Figure 1. Gate-type map.
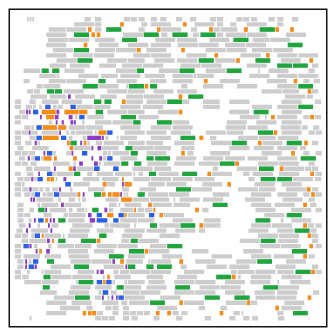
Figure 2. Cells by drive strength.
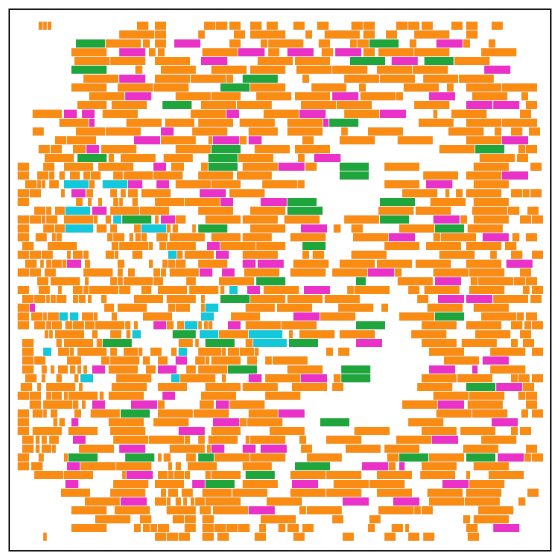
Figure 3. Placed cells, one colour a class.
The bar under the picture is 50 um long. Fill, decap, tap and diode cells in grey.
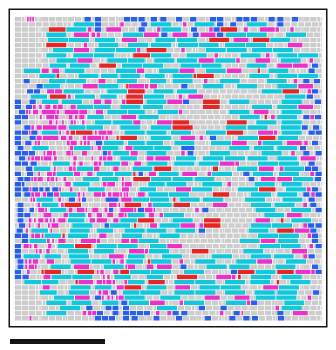
Figure 4. Signal wires on met2.
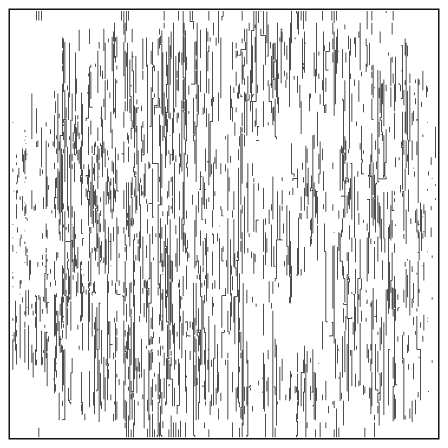
Figure 5. The clock network.
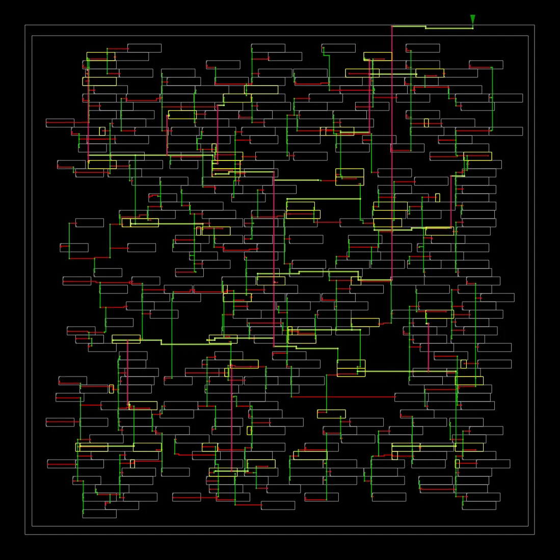
--- src/rtl/inst_fetch_ctrl.sv ---
// inst_fetch_ctrl: drives the 1-cycle-latency instruction ROM and queues {pc, inst} pairs for decode.
// Ports: clk/rst_n (async active-low), redirect_valid/redirect_pc (flush + new fetch PC),
// mem_en/mem_addr/mem_rdata (ROM), inst_valid/inst_ready/inst_pc/inst_data (decode handshake),
// fetch_pc (trace).
module inst_fetch_ctrl #(
  parameter logic [31:0] RESET_PC = 32'h0000_0000,
  parameter int          ADDR_W   = 14,
  parameter int          DEPTH    = 4
) (
  input  logic              clk,
  input  logic              rst_n,
  input  logic              redirect_valid,
  input  logic [31:0]       redirect_pc,
  output logic              mem_en,
  output logic [ADDR_W-1:0] mem_addr,
  input  logic [31:0]       mem_rdata,
  output logic              inst_valid,
  input  logic              inst_ready,
  output logic [31:0]       inst_pc,
  output logic [31:0]       inst_data,
  output logic [31:0]       fetch_pc
);
  localparam int PW = $clog2(DEPTH);
  localparam int CW = PW + 1;
  localparam logic [CW-1:0] LIM = CW'(DEPTH);
  typedef enum logic [1:0] {BOOT, RUN, HOLD, REDIR} state_t;
  state_t r_state, w_state_nxt;
  logic [31:0] r_fetch_pc, r_tag;
  logic [CW-1:0] r_count, w_occ;
  logic [PW-1:0] r_head, r_tail;
  logic r_inflight, w_credit, w_issue, w_push, w_pop;
  logic [31:0] r_pc_mem [DEPTH];
  logic [31:0] r_data_mem [DEPTH];
  logic [1:0] w_unused;
  assign w_unused = redirect_pc[1:0];
  // Credit uses registered occupancy only, so a pop this cycle frees space next cycle.
  always_comb begin
    w_occ = r_count + CW'(r_inflight);
    w_credit = w_occ < LIM;
    w_issue = (r_state == RUN) && w_credit && !redirect_valid;
    w_state_nxt = redirect_valid ? REDIR :
                  (r_state == BOOT || r_state == REDIR || w_credit) ? RUN : HOLD;
  end
  // A read in flight during a redirect returns stale data, so it is never pushed.
  assign w_push = r_inflight && !redirect_valid;
  assign w_pop = inst_ready && (r_count != '0);
  always_ff @(posedge clk or negedge rst_n) begin
    if (!rst_n) begin
      r_state <= BOOT;
      r_fetch_pc <= RESET_PC;
      r_tag <= '0;
      r_inflight <= 1'b0;
      r_count <= '0;
      r_head <= '0;
      r_tail <= '0;
    end else begin
      r_state <= w_state_nxt;
      r_inflight <= w_issue;
      if (redirect_valid) r_fetch_pc <= {redirect_pc[31:2], 2'b00};
      else if (w_issue) r_fetch_pc <= r_fetch_pc + 32'd4;
      if (w_issue) r_tag <= r_fetch_pc;
      r_count <= redirect_valid ? '0 : r_count + CW'(w_push) - CW'(w_pop);
      r_head <= redirect_valid ? '0 : r_head + PW'(w_pop);
      r_tail <= redirect_valid ? '0 : r_tail + PW'(w_push);
    end
  end
  always_ff @(posedge clk) begin
    if (w_push) begin
      r_pc_mem[r_tail] <= r_tag;
      r_data_mem[r_tail] <= mem_rdata;
    end
  end
  assign mem_en = w_issue;
  assign mem_addr = r_fetch_pc[ADDR_W+1:2];
  assign inst_valid = r_count != '0;
  // Gating keeps the head outputs at zero whenever the buffer is empty, including reset.
  assign inst_pc = inst_valid ? r_pc_mem[r_head] : '0;
  assign inst_data = inst_valid ? r_data_mem[r_head] : '0;
  assign fetch_pc = r_fetch_pc;
endmodule
--- config.mk ---
export PLATFORM = sky130hd
export DESIGN_NAME = inst_fetch_ctrl
export DESIGN_NICKNAME = d
export VERILOG_FILES = /design/src/rtl/inst_fetch_ctrl.sv
export SDC_FILE = /design/constraint.sdc
export NUM_CORES = 1
export LEC_CHECK = 0
export CAP_MARGIN = 20
export CORE_MARGIN = 2
export CORE_UTILIZATION = 49
export DETAILED_ROUTE_END_ITERATION = 10
export GPL_TIMING_DRIVEN = 1
export PLACE_DENSITY_LB_ADDON = 0.25
export SYNTH_ARGS = -nofsm -noshare
export SYNTH_HDL_FRONTEND = slang
export SYNTH_SLANG_ARGS = --single-unit
--- constraint.sdc ---
create_clock -name clk -period 5.3 [get_ports clk]
set_input_delay 0.795 -clock clk [delete_from_list [all_inputs] [get_ports clk]]
set_output_delay 0.795 -clock clk [all_outputs]
set_load 0.005 [all_outputs]
==> results_slide.txt <==
Run Summary

Setup path
  – CP Max Fanout: 41
  – CP Capture Type: output pin
  – Worst-path cell with the longest stage delay: dfrtp_4
  – Crit path to: inst_pc[15]
  – R2R depth: 10
  – Worst Path Required: 4.51 ns
  – Arr. time, crit path: 3.01 ns
  – FF-to-FF Start: r_count[2]

Drt
  – TritonRoute pass-1 iters: 4
  – Vias per cell: 5.34
  – Antenna viol nets, final: 0
  – WL/cell: 20.2 um

Final timing
  – Setup violators final: 0
  – Slew Viols, Final: 0
  – Relative slew slack: 33.7%
  – Final min period: 3.81 ns
  – Setup_tns: 0 ns
  – Slew @ Worst Pin: 0.994 ns

Clock tree
  – CTS tree: built
  – Root Driver: clkbuf_16
  – Post-CTS sizing: 0
  – CTS Hold Bufs: 0

Placed design
  – Port bufs: 173
  – HPWL Detailed: 14,800 um
  – Final RePlAce weighted congestion: 0.769

Cells and area
  – Nets: 969
  – Fillers: 1,901
  – Reg area: 9210 sq um
  – Syn-to-layout area delta: 24.4%

Yosys
  – Mapped Cells: 732
  – Post-synth area from yosys stat: 13,000 sq um
  – Post-synthesis cell type count: 40
  – Ys cells: 732
  – Area fraction of the dominant cell type after synthesis: 57.4%
  – Dominant flop cell: edfxtp_1
  – Syn_area_per_cell: 17.7 sq um
  – Synthesized area: 13,000 sq um
  – Synth Warn #: 0
  – Synth top cells by count: edfxtp_1 (248), dfrtp_1 (70), nor2b_1 (69)
  – Synth area leader: edfxtp_1
  – Synth top cell by count: edfxtp_1

Global route
  – First-pass GRT wire length: 40,200 um
  – Vias in the first global route: 7,171
  – GRT overflow: 0

Power and ir drop
  – Power per cell area: 479 nW/um^2

Status
  – Status: completed

Die
  – Die ar.: 27,800 sq um
About Figure 1:
- NAND gates: purple (cells 64)
- XOR/XNOR gates: blue (cells 33)
- multiplexers: green (cells 96; where widely spread)
- NOR gates: orange (cells 99; where widely spread)
dominant logic cell type in the layout: edfxtp_1
final std cells w/o fill: 1,255
fraction of area in multi-input gates: 21.4%

About Figure 2:
- drive 2: magenta (cells 103; most used mux4_2)
- drive 3 to 4: cyan (cells 21; most used buf_4)
- drive 1 or less: orange (cells 749; most used edfxtp_1)
- drive 6 and up: green (cells 47; most used clkbuf_16)

About Figure 3:
- all other logic: magenta (cells 358; share of their area 22%)
- clock drivers and dummy loads: red (cells 62; share of their area 7.6%)
- flops: cyan (cells 318; share of their area 59%)
- other buffers and delay cells: blue (cells 182; share of their area 12%)
# rows: 59
core area: 26,100 sq um
post-route cell area: 16,100 sq um
sequential cell area share: 57.1%
Finished Core Util: 61.9%

About Figure 4:
- longest straight run: 59.3 um
- nets with wire on the layer: 834
- main direction: vertical
- share of all routed wire: 49%
- wire length on this layer: 12,500 um
met2 Use GR: 30.5%
routed vias: 6,699
final WL: 25,300 um

About Figure 5:
Clock net power: 0.00248 W
flop count: 318
CTS Sinks: 318

## how the worst min path moves through the flow
| stage | from | end | slack (ns) | cells past startpoint |
|---|---|---|---|---|
| detailed placement | r_tag[19] | r_pc_mem[2][19] | 0.51 | 0 |
| CTS | rst_n | fetch_pc[22] | 0.47 | 1 |
| finish | rst_n | fetch_pc[2] | 0.45 | 1 |
| global placement | r_tag[2] | r_pc_mem[3][2] | 0.49 | 0 |
| global route | rst_n | fetch_pc[6] | 0.51 | 1 |
| floorplan | r_tag[10] | r_pc_mem[0][10] | 0.47 | 0 |
## state kept, by name (all words and copies together), names as in the netlist
register and flops:
r_count 3, r_tag 30, r_head 2, fetch_pc 30, r_pc_mem 120, r_data_mem 128
r_state 2, r_inflight 1, r_tail 2
## placed cells by master (no fill, tap or decap), types with 4 or more instances in the layout
cell | Yosys | layout
nand3_1 | 10 | 10
buf_4 | 20 | 8
edfxtp_1 | 248 | 248
bufinv_16 | 0 | 6
nor3_1 | 11 | 9
conb_1 | 1 | 4
nor4_2 | 5 | 5
xnor2_1 | 24 | 23
nand4_1 | 7 | 7
clkdlybuf4s50_1 | 0 | 171
o21ai_0 | 19 | 19
ha_1 | 6 | 6
nor2_1 | 8 | 6
nor2b_1 | 69 | 69
xor2_1 | 9 | 9
mux4_2 | 62 | 62
nand2_1 | 44 | 44
dfrtp_1 | 70 | 68
inv_1 | 10 | 10
clkinv_2 | 0 | 4
mux2i_1 | 4 | 4
mux2_2 | 28 | 28
o21ai_1 | 10 | 10
clkbuf_16 | 0 | 37
and3_1 | 5 | 4
clkinv_1 | 0 | 5
clkbuf_1 | 23 | 7
## report_power, final
group / internal [W] / switching (W) / total [W] / leakage (nW)
clock network: 0.00158 / 0.000904 / 0.00248 / 0.584
registers: 0.00304 / 0.000340 / 0.00338 / 3.09
logic: 0.00117 / 0.000705 / 0.00187 / 1.77
## layout make-up
class	count	share of cell area, %
inverter	10	0.233
clock inverter	17	1.46
timing repair buffer	182	11.3
clock buffer	45	5.99
multi-input combinational	348	21.4
sequential	318	57.1
tap	335	2.60
## metal layers
layer / wire length [um] / share of wire (%) / up-vias / track usage (%)
li1: - / - / 3086 / -
met1: 11100 / 44 / 3406 / 26.0
met2: 12500 / 49 / 180 / 30.5
met3: 1360 / 5.4 / 27 / 3.56
met4: 335 / 1.3 / 0 / 4.35
met5: 0 / 0 / - / 0
## through the flow
stage                     cells  utilization, %  hold WS (ns)  power, W  setup WS, ns
final                      1255            61.9         0.452   0.00773          1.49
after global routing       1255            61.9         0.506   0.00810          1.26
after CTS                  1255            61.9         0.466   0.00786          1.37
after detailed placement   1193            57.3         0.507   0.00535          1.91
after global placement     1193            57.3         0.489   0.00531          1.91
after floorplan             735               -         0.471   0.00432         0.941
## cells by family (layout without fill, tap and decap cells)
group / count (synthesis) / count (layout) / synth area share (%)
flops: 318 / 318 / 70.9
simple gates: 177 / 177 / 8.29
mux: 96 / 96 / 13.7
buf+inv: 69 / 254 / 2.90
xor+xnor: 33 / 33 / 2.23
compound gates: 31 / 31 / 1.23
fa+ha+maj: 7 / 7 / 0.733
other cells: 1 / 4 / 0.0289
Power figures rest on the tool's default switching activity, not on a simulated workload.
